[src/rtl/fetch_line_buffer.sv]
// Single-line instruction fetch buffer behind the instruction MMU.
// Misses refill the whole line with one Wishbone burst read.
module fetch_line_buffer #(
   parameter int unsigned ADDR_W    = 24,
   parameter int unsigned DATA_W    = 16,
   parameter int unsigned BURST_LEN = 8,
   parameter int unsigned LOG_BL    = 3
) (
   input  logic              i_clk,
   input  logic              i_rst,
   input  logic              i_req,
   input  logic [ADDR_W-1:0] i_addr,
   output logic              o_ack,
   output logic [DATA_W-1:0] o_data,
   output logic              o_err,
   input  logic              i_flush,
   output logic              wb_cyc,
   output logic              wb_stb,
   output logic              wb_we,
   output logic [ADDR_W-1:0] wb_adr,
   input  logic [DATA_W-1:0] wb_i_dat,
   input  logic              wb_ack,
   input  logic              wb_err,
   output logic              wb_8_burst
);

   localparam int unsigned TAG_W = ADDR_W - LOG_BL;

   typedef enum logic [1:0] {StIdle, StBurst, StResp} state_e;

   state_e              state_q, state_d;
   logic                valid_q, valid_d;
   logic [TAG_W-1:0]    tag_q, tag_d;
   logic [LOG_BL-1:0]   idx_q, idx_d;
   logic [LOG_BL-1:0]   beat_q, beat_d;
   logic                flush_pend_q, flush_pend_d;
   logic                drop_q, drop_d;
   logic                ack_q, ack_d;
   logic                err_q, err_d;
   logic [DATA_W-1:0]   data_q, data_d;
   logic                cyc_q, cyc_d;
   logic                stb_q, stb_d;
   logic [ADDR_W-1:0]   adr_q, adr_d;
   logic [DATA_W-1:0]   line_q [BURST_LEN];
   logic                line_we;

   logic [TAG_W-1:0]    req_tag;
   logic [LOG_BL-1:0]   req_idx;
   logic                hit;
   logic                last_beat;

   assign req_tag   = i_addr[ADDR_W-1:LOG_BL];
   assign req_idx   = i_addr[LOG_BL-1:0];
   assign hit       = i_req & valid_q & (req_tag == tag_q) & ~i_flush;
   assign last_beat = (beat_q == LOG_BL'(BURST_LEN - 1));

   always_comb begin
      state_d      = state_q;
      valid_d      = valid_q;
      tag_d        = tag_q;
      idx_d        = idx_q;
      beat_d       = beat_q;
      flush_pend_d = flush_pend_q;
      drop_d       = drop_q;
      ack_d        = 1'b0;
      err_d        = 1'b0;
      data_d       = data_q;
      cyc_d        = cyc_q;
      stb_d        = stb_q;
      adr_d        = adr_q;
      line_we      = 1'b0;
      case (state_q)
         StIdle: begin
            flush_pend_d = 1'b0;
            drop_d       = 1'b0;
            if (i_flush) valid_d = 1'b0;
            // The request is still held while its own ack/err is visible; don't serve it twice.
            if (i_req && !ack_q && !err_q) begin
               if (hit) begin
                  ack_d  = 1'b1;
                  data_d = line_q[req_idx];
               end else begin
                  state_d = StBurst;
                  tag_d   = req_tag;
                  idx_d   = req_idx;
                  valid_d = 1'b0;
                  cyc_d   = 1'b1;
                  stb_d   = 1'b1;
                  adr_d   = {req_tag, {LOG_BL{1'b0}}};
                  beat_d  = '0;
               end
            end
         end
         StBurst: begin
            if (i_flush) flush_pend_d = 1'b1;
            if (!i_req) drop_d = 1'b1;
            if (wb_err) begin
               cyc_d   = 1'b0;
               stb_d   = 1'b0;
               valid_d = 1'b0;
               err_d   = 1'b1;
               state_d = StIdle;
            end else if (wb_ack) begin
               line_we                = 1'b1;
               beat_d                 = beat_q + 1'b1;
               adr_d[LOG_BL-1:0]      = adr_q[LOG_BL-1:0] + 1'b1;
               if (last_beat) begin
                  cyc_d   = 1'b0;
                  stb_d   = 1'b0;
                  valid_d = ~(flush_pend_q | i_flush);
                  state_d = StResp;
               end
            end
         end
         StResp: begin
            if (!drop_q) begin
               ack_d  = 1'b1;
               data_d = line_q[idx_q];
            end
            if (i_flush) valid_d = 1'b0;
            state_d = StIdle;
         end
         default: state_d = StIdle;
      endcase
   end

   always_ff @(posedge i_clk) begin
      if (i_rst) begin
         state_q      <= StIdle;
         valid_q      <= 1'b0;
         tag_q        <= '0;
         idx_q        <= '0;
         beat_q       <= '0;
         flush_pend_q <= 1'b0;
         drop_q       <= 1'b0;
         ack_q        <= 1'b0;
         err_q        <= 1'b0;
         data_q       <= '0;
         cyc_q        <= 1'b0;
         stb_q        <= 1'b0;
         adr_q        <= '0;
      end else begin
         state_q      <= state_d;
         valid_q      <= valid_d;
         tag_q        <= tag_d;
         idx_q        <= idx_d;
         beat_q       <= beat_d;
         flush_pend_q <= flush_pend_d;
         drop_q       <= drop_d;
         ack_q        <= ack_d;
         err_q        <= err_d;
         data_q       <= data_d;
         cyc_q        <= cyc_d;
         stb_q        <= stb_d;
         adr_q        <= adr_d;
      end
   end

   // Line storage needs no reset; valid_q guards its contents.
   always_ff @(posedge i_clk) begin
      if (line_we && !i_rst) line_q[beat_q] <= wb_i_dat;
   end

   assign o_ack      = ack_q;
   assign o_err      = err_q;
   assign o_data     = data_q;
   assign wb_cyc     = cyc_q;
   assign wb_stb     = stb_q;
   assign wb_we      = 1'b0;
   assign wb_adr     = adr_q;
   assign wb_8_burst = (BURST_LEN == 8) ? cyc_q : 1'b0;

endmodule

[config.mk]
export PLATFORM = sky130hd
export DESIGN_NAME = fetch_line_buffer
export DESIGN_NICKNAME = d
export VERILOG_FILES = /design/src/rtl/fetch_line_buffer.sv
export SDC_FILE = /design/constraint.sdc
export NUM_CORES = 1
export LEC_CHECK = 0
export CORE_MARGIN = 5
export CORE_UTILIZATION = 33
export DETAILED_ROUTE_END_ITERATION = 7
export SLEW_MARGIN = 0
export SYNTH_ARGS = -nofsm -noshare
export SYNTH_HDL_FRONTEND = slang
export SYNTH_SLANG_ARGS = --single-unit
[constraint.sdc]
create_clock -name i_clk -period 3.15 [get_ports i_clk]
set_input_delay 0.63 -clock i_clk [delete_from_list [all_inputs] [get_ports i_clk]]
set_output_delay 0.63 -clock i_clk [all_outputs]
set_load 0.02 [all_outputs]
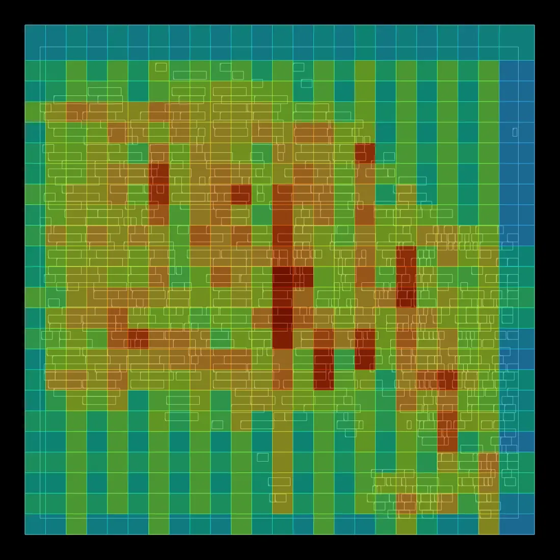
Run 1: track usage over the die
met3 Use GR: 3.44%
GR peak layer: met2
GRT met2 Usage: 24.3%
Total Routing Usage GR: 14.5%
final core utilization: 41.1%

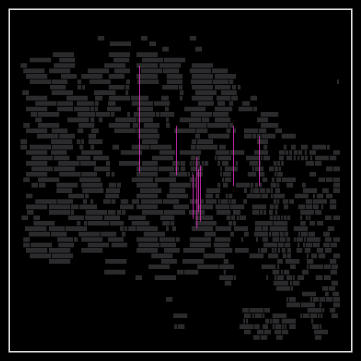
Run 1: M4 wires
(2 px per um)
share of all routed wire: 1.1%
wire length on this layer: 238 um
longest straight run: 53.0 um

==> results.py, run 1 <==
# Flow results
metrics = {
    "run_status": {
        "outcome": "finished, final reports clean",
    },
    "synth": {
        "postSynthNetCount": 626,
        "ys_cells": 574,
        "common_cells": "edfxtp_1 (128), mux4_2 (64), nand2_1 (62), dfxtp_1 (57), o22ai_1 (32)",
        "synth_chip_area_sq_mm": 0.00850,
        "largest_area_cell": "edfxtp_1",
        "synth_flops": 185,
        "synth_top_flop_cell": "edfxtp_1",
        "avgSynthCellArea_sq_um": 14.8,
        "synthCells": 574,
        "most_common_cell": "edfxtp_1",
        "yosysTopAreaCellShare_pct": 45.2,
        "edf_count": 128,
        "synthArstFlopShare_pct": 0,
        "yosys_warnings": 0,
        "area_leaders": "edfxtp_1 (45%), mux4_2 (17%), dfxtp_1 (13%)",
        "syn_area_sq_mm": 0.00850,
        "synth_seq_share_pct": 58.6,
    },
    "clock_tree": {
        "cts_resized": 0,
        "holdBufCountCts": 0,
        "cts_setup_buffers": 0,
        "htreeDepth": 4,
        "clkTransAtPathRegs_ns": 0.08,
        "cts_tree": "done",
        "clkLatencyLatePin_ns": 0.43,
        "ctsRootBufferMaster": "clkbuf_16",
        "cts_buffer_depth": 2,
        "clock-sinks": 185,
        "cts_buffers": 17,
    },
    "placed_design": {
        "placed_cell_area_sq_mm": 0.00978,
        "gp_congestion": 0.819,
        "dpl.hpwl_mm": 12.8,
    },
    "floorplanning": {
        "fp-row-count": 58,
        "dieArea_sq_mm": 0.0291,
        "die_x_um": 171,
        "initCoreUtil_pct": 33.7,
        "io_pins": 92,
        "core_sq_mm": 0.0253,
    },
    "timing": {
        "rsz0062_at_grt": "no",
        "finClkSkew_ns": 0.0111,
        "tightest_slew_ns": 1.14,
        "slew_violations": 0,
        "min_period_ns": 2.62,
        "relSlewSlack_pct": 23.8,
        "finalSetupViolations": 0,
        "final.setup.tns_ns": 0,
        "finalCritPeriodShare_pct": 83.2,
        "hold_slack_ns": 0.458,
        "fmax_mhz": 382,
    },
    "final_layout": {
        "fillCellCount": 2292,
        "final_nets": 712,
        "area_growth_pct": 22.0,
        "final_area_sq_mm": 0.0104,
    },
    "grt": {
        "antenna_found_initial": 0,
        "grt_pass1_vias": 5589,
        "grt-ovfl-total": 0,
        "grt_pass1_wl_mm": 32.0,
    },
    "setup_path": {
        "slowest_delay_ns": 0.86,
        "worstSetupStartpointType": "flip-flop",
        "crit_fanout": 16,
        "crit_slowest_cell": "a21oi_2",
        "cp.required_ns": 3.47,
        "arrival_ns": 2.94,
        "path_cells": "inv_1 > ha_1 > inv_1 > o21ai_0 > nor4b_2 > a21oi_2 > mux2_2",
        "cp_num_buf_inv": 2,
        "criticalPathCategory": "reg -> reg",
        "end_kind": "flip-flop",
    },
    "route": {
        "drt_wl_total_mm": 20.8,
        "detail_route.wl_per_cell_um": 20.7,
        "drt_pre_antenna_iters": 5,
        "drc": 0,
        "ant_nets": 0,
        "num_vias": 5323,
        "routed_via_density": 5.31,
    },
    "run": {
        "tool_warnings": 28,
    },
    "power_and_ir_drop": {
        "p_leak_nw": 3.41,
        "vdd_drop_max_uv": 335,
    },
    "min_path": {
        "hp-class": "reg -> reg",
    },
}
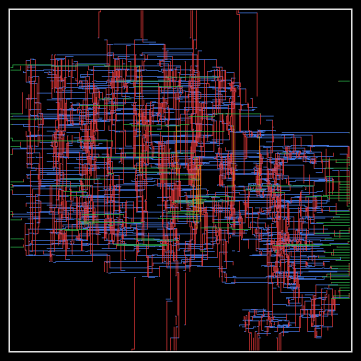
Run 1: metal layers overlaid
(2 px per um)
[green] M3 | wire length: 1450 um
[red] M2 | wire length: 9920 um
[orange] M4 | wire length: 238 um
[blue] M1 | wire length: 9180 um

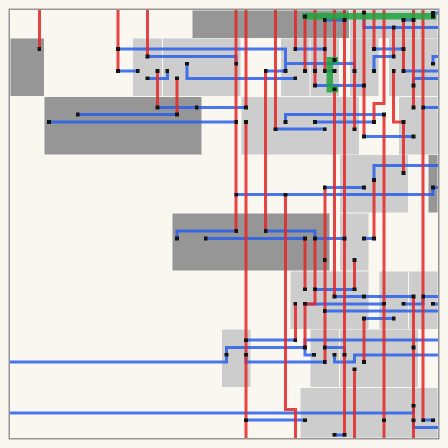
Run 1: close-up of the layout
Region (118, 33) to (138, 53) um. Cells in gray, sequential cells in the stronger gray; small squares are vias.
[blue] M1
[green] M3
[red] M2
netlist names of flops here include: wb_adr (2)
cells with their middle in the window: 18
sequential cells in the window: 2
most frequent: nand2_1 (8), mux2i_1 (3)

[run 1: routing by layer]
layer / track usage, % / vias up / part of all wire [%]
met5: 0 / - / 0
met4: 3.58 / 0 / 1.1
li1: - / 2405 / -
met2: 24.3 / 203 / 48
met1: 19.3 / 2698 / 44
met3: 3.44 / 17 / 7.0
[run 1: logic make-up after synthesis]
group                      synth area share (%)
xor gates and xnor gates                   2.16
adders and majority gates                 0.883
DFF                                        58.6
muxes                                      22.7
other                                    0.0441
buffers and inverters                      2.53
and+or+nand+nor                            8.56
AOI/OAI and AO/OA                          4.49
[run 1: worst paths after layout]
path	start	end	slack, ns	cells after the start
setup / recovery	state_q[0]$_SDFFE_PP0P_	o_data[7]$_SDFFE_PP0P_	0.53	7
hold / removal	idx_q[0]$_SDFFE_PP0P_	flip-flop	0.46	2
setup reg to reg	state_q[0]$_SDFFE_PP0P_	o_data[7]$_SDFFE_PP0P_	0.53	7
hold reg to reg	idx_q[0]$_SDFFE_PP0P_	flip-flop	0.46	2
[run 1: state kept, by name, summed over array words and instances, names as in the netlist, named ones only]
register and flops:
o_data 16, state_q 2, wb_adr 24, flush_pend_q 1, o_ack 1, o_err 1, wb_stb 1, idx_q 3
beat_q 3, drop_q 1, valid_q 1, line_q 128
[run 1: stage by stage]
| stage | power, W | std cells | setup WS (ns) |
|---|---|---|---|
| after floorplan | 0.00317 | 574 | 0.477 |
| after global placement | 0.00339 | 971 | 0.233 |
| after detailed placement | 0.00341 | 971 | 0.167 |
| after CTS | 0.00554 | 1003 | 0.512 |
| after global routing | 0.00571 | 1003 | 0.376 |
| final | 0.00549 | 1003 | 0.529 |
[run 1: layout by cell type, fill, tap and decap left out, types with 2 or more instances in the layout]
cell type and instances:
a21oi_1 5, buf_2 2, nor3_2 2, nand4_1 9
a211o_1 3, clkbuf_16 17, inv_1 5, inv_12 2
mux2i_1 31, dfxtp_1 56, buf_4 15, clkdlybuf4s50_1 88
mux2_2 16, clkinv_8 3, nand2b_1 9, clkinv_2 2
clkinv_4 2, nor2b_1 18, xnor2_1 21, or3_1 2
o21ai_0 6, nand2_1 62, nor3_1 18, ha_1 6
o22ai_1 32, inv_8 5, mux4_2 64, nand3_1 9
a21oi_2 2, buf_12 2, nor2_1 11, edfxtp_1 128
[run 1: layout make-up]
type / count / area [sq um] / share of cell area, %
repair buffers: 107 / 1040 / 10.1
clock inverters: 15 / 174 / 1.68
inverters: 6 / 22.5 / 0.217
multi-input cells: 343 / 3310 / 31.9
clock buffers: 17 / 425 / 4.10
flip-flops and latches: 185 / 4990 / 48.0
well taps: 330 / 413 / 3.98
[run 1: where the power goes]
part           internal [W]  switching [W]  total, W
registers           0.00264      0.0000393   0.00268
logic              0.000327       0.000342  0.000669
clock network       0.00108        0.00106   0.00214
[run 1: worst min-delay path, stage by stage, from the launching register on]
cell and delay (ns):
dfxtp_1 0.30, nand2_1 0.05, mux2i_1 0.07
--- run 2 (diff from run 1) ---
==> constraint.sdc (replaced) <==
create_clock -name i_clk -period 2.7 [get_ports i_clk]
set_input_delay 0.54 -clock i_clk [delete_from_list [all_inputs] [get_ports i_clk]]
set_output_delay 0.54 -clock i_clk [all_outputs]
set_load 0.02 [all_outputs]
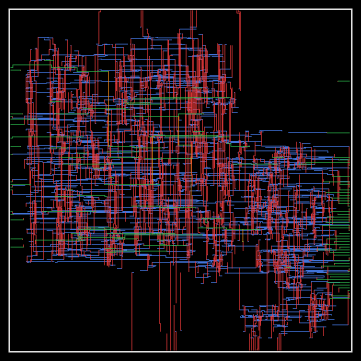
Run 2: metal layers overlaid
(2 px per um)
[red] M2 | wire length: 10500 um
[blue] M1 | wire length: 8750 um
[green] M3 | wire length: 1410 um
[orange] M4 | wire length: 113 um

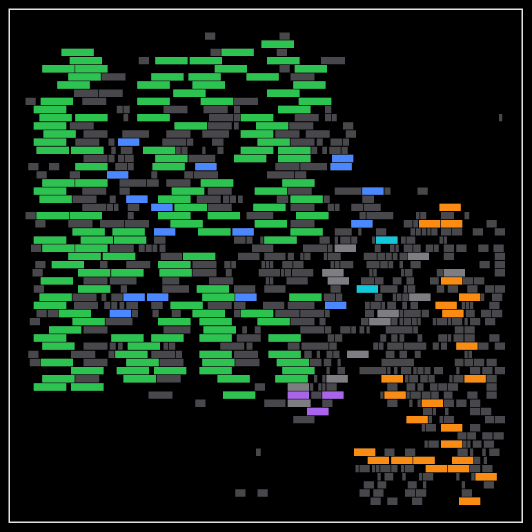
Run 2: sequential cells colored by netlist name
(3 px per um)
[blue] o_data | sequential cells: 16
[green] line_q | sequential cells: 128
[cyan] state_q | sequential cells: 2
[purple] idx_q | sequential cells: 3
[orange] wb_adr | sequential cells: 24
not colored: 12
sequential logic power: 0.00313 W
register cell area after layout: 0.00499 sq mm
final core utilization: 42.0%
sequential cell area share: 47.0%

==> results.py, run 2 <==
# Flow results
metrics = {
    "min_path": {
        "hp-class": "reg -> reg",
    },
    "synth": {
        "area_leaders": "edfxtp_1 (45%), mux4_2 (17%), dfxtp_1 (13%)",
        "largest_area_cell": "edfxtp_1",
        "synth_chip_area_sq_mm": 0.00850,
        "ys_cells": 574,
        "postSynthNetCount": 626,
        "edf_count": 128,
        "common_cells": "edfxtp_1 (128), mux4_2 (64), nand2_1 (62), dfxtp_1 (57), o22ai_1 (32)",
        "synth_seq_share_pct": 58.6,
        "top_logic_kind": "multiplexers",
        "yosys_warnings": 0,
        "synth_top_flop_cell": "edfxtp_1",
        "ys_sh_aoi_pct": 4.49,
        "avgSynthCellArea_sq_um": 14.8,
        "synthArstFlopShare_pct": 0,
        "synth.cellmix.simpleShare_pct": 8.56,
        "yosysTopAreaCellShare_pct": 45.2,
        "ys_sh_mux_pct": 22.7,
        "syn_area_sq_mm": 0.00850,
    },
    "clock_tree": {
        "htreeDepth": 4,
        "clock-sinks": 185,
        "clkTransAtPathRegs_ns": 0.07,
        "cts_buffers": 17,
        "cts_buffer_depth": 2,
        "ctsRootBufferMaster": "clkbuf_16",
    },
    "timing": {
        "finalCritPeriodShare_pct": 87.4,
        "finClkSkew_ns": 0.0198,
        "final.setup.tns_ns": 0,
        "fmax_mhz": 424,
        "tightest_slew_ns": 1.04,
        "min_period_ns": 2.36,
        "slew_violations": 0,
        "relSlewSlack_pct": 30.4,
    },
    "setup_path": {
        "crit_slowest_cell": "a21oi_4",
        "arrival_ns": 2.70,
        "criticalPathCategory": "in -> reg",
        "crit_fanout": 24,
        "slowest_delay_ns": 0.84,
        "cp.required_ns": 3.04,
        "worstSetupStartpointType": "input pin",
        "end_kind": "flip-flop",
        "cp_num_buf_inv": 2,
    },
    "route": {
        "ant_nets": 0,
        "detail_route.wl_per_cell_um": 20.4,
        "routed_via_density": 5.23,
        "num_vias": 5311,
        "drt_wl_total_mm": 20.7,
        "drc": 0,
    },
    "final_layout": {
        "largest_reg_flops": 128,
        "lay_top_count": "edfxtp_1",
        "final_nets": 725,
        "fillCellCount": 2301,
        "regMostFlops": "line_q",
        "final_area_sq_mm": 0.0106,
        "layout_top_cells": "edfxtp_1 (128), clkdlybuf4s50_1 (88), mux4_2 (64)",
    },
    "run_status": {
        "outcome": "finished, final reports clean",
    },
    "power_and_ir_drop": {
        "clkPwrFrac_pct": 39.2,
        "p_switching_w": 0.00166,
        "switching_share_pct": 25.6,
        "p_leak_nw": 3.50,
        "power.internal_w": 0.00482,
        "vdd_drop_max_uv": 327,
    },
    "grt": {
        "top_usage_layer": "met2",
        "grtUsageMet2_pct": 24.9,
        "grtUsageMet3_pct": 3.35,
        "grt_pass1_wl_mm": 31.8,
        "antenna_found_initial": 0,
        "grt_pass1_vias": 5551,
        "track_usage_pct": 14.4,
        "grt-ovfl-total": 0,
    },
    "placed_design": {
        "dpl.hpwl_mm": 13.1,
        "placed_cell_area_sq_mm": 0.0100,
    },
    "floorplanning": {
        "fp-row-count": 58,
        "initCoreUtil_pct": 33.7,
        "die_x_um": 171,
        "dieArea_sq_mm": 0.0291,
        "core_sq_mm": 0.0253,
    },
    "run": {
        "tool_warnings": 28,
    },
}
## run 2: cell counts after synthesis
Identical to the previous run, type by type.
## run 2: power groups by stage
stage | combinational (W) | sequential [W] | clock, W
floorplan | 0.000473 | 0.00323 | 0
global placement | 0.000801 | 0.00319 | 0
detailed placement | 0.000814 | 0.00319 | 0
CTS | 0.000816 | 0.00313 | 0.00259
global route | 0.000870 | 0.00314 | 0.00271
finish | 0.000809 | 0.00313 | 0.00254
## run 2: logic make-up after synthesis
| family | count (synthesis) |
|---|---|
| muxes | 111 |
| and+or+nand+nor | 147 |
| DFF | 185 |
| xor gates and xnor gates | 21 |
| AOI/OAI and AO/OA | 57 |
| other | 1 |
| buffers and inverters | 46 |
| adders and majority gates | 6 |
## run 2: metal layers
layer  vias up  routed length, um  share of wire, %
met5         -                  0                 0
li1       2440                  -                 -
met2       191              10500                50
met1      2670               8750                42
met3        10               1410               6.8
met4         0                112              0.54
## run 2: per-stage QoR
step | hold slack [ns] | power (W) | setup WS [ns] | std cells
floorplan | 0.436 | 0.00370 | 0.117 | 574
finish | 0.470 | 0.00648 | 0.339 | 1016
global route | 0.492 | 0.00672 | 0.229 | 1016
CTS | 0.472 | 0.00654 | 0.0974 | 1016
global placement | 0.441 | 0.00399 | -0.206 | 984
detailed placement | 0.462 | 0.00401 | -0.249 | 984
## run 2: timing repair
action                     4_1_cts  5_1_grt
gates resized                    0        1
hold buffers                     0        0
buffers inserted                 0        0
setup endpoints to repair        0       16
## run 2: final cells by class
type | instances | area, sq um | share of cell area, %
tap | 330 | 413 | 3.89
inverter | 6 | 22.5 | 0.212
timing repair buffer | 120 | 1270 | 11.9
sequential | 185 | 4990 | 47.0
clock inverter | 14 | 171 | 1.62
multi-input combinational | 343 | 3320 | 31.3
clock buffer | 18 | 429 | 4.04
## run 2: worst register-to-register path, stage by stage (launching register included)
cell	delay, ns
dfxtp_1	0.34
inv_1	0.07
ha_1	0.29
inv_1	0.18
o21ai_0	0.10
nor4b_2	0.19
a21oi_4	0.58
mux2_2	0.41
## run 2: final timing paths
path,end,slack [ns],cells past startpoint,from
worst max-delay path,flip-flop,0.34,7,i_addr[19]
worst min-delay path,flip-flop,0.47,2,idx_q[0]$_SDFFE_PP0P_
worst max register to register,o_data[0]$_SDFFE_PP0P_,0.43,7,state_q[0]$_SDFFE_PP0P_
worst min register to register,flip-flop,0.47,2,idx_q[0]$_SDFFE_PP0P_
Power and IR drop assume default switching activity.
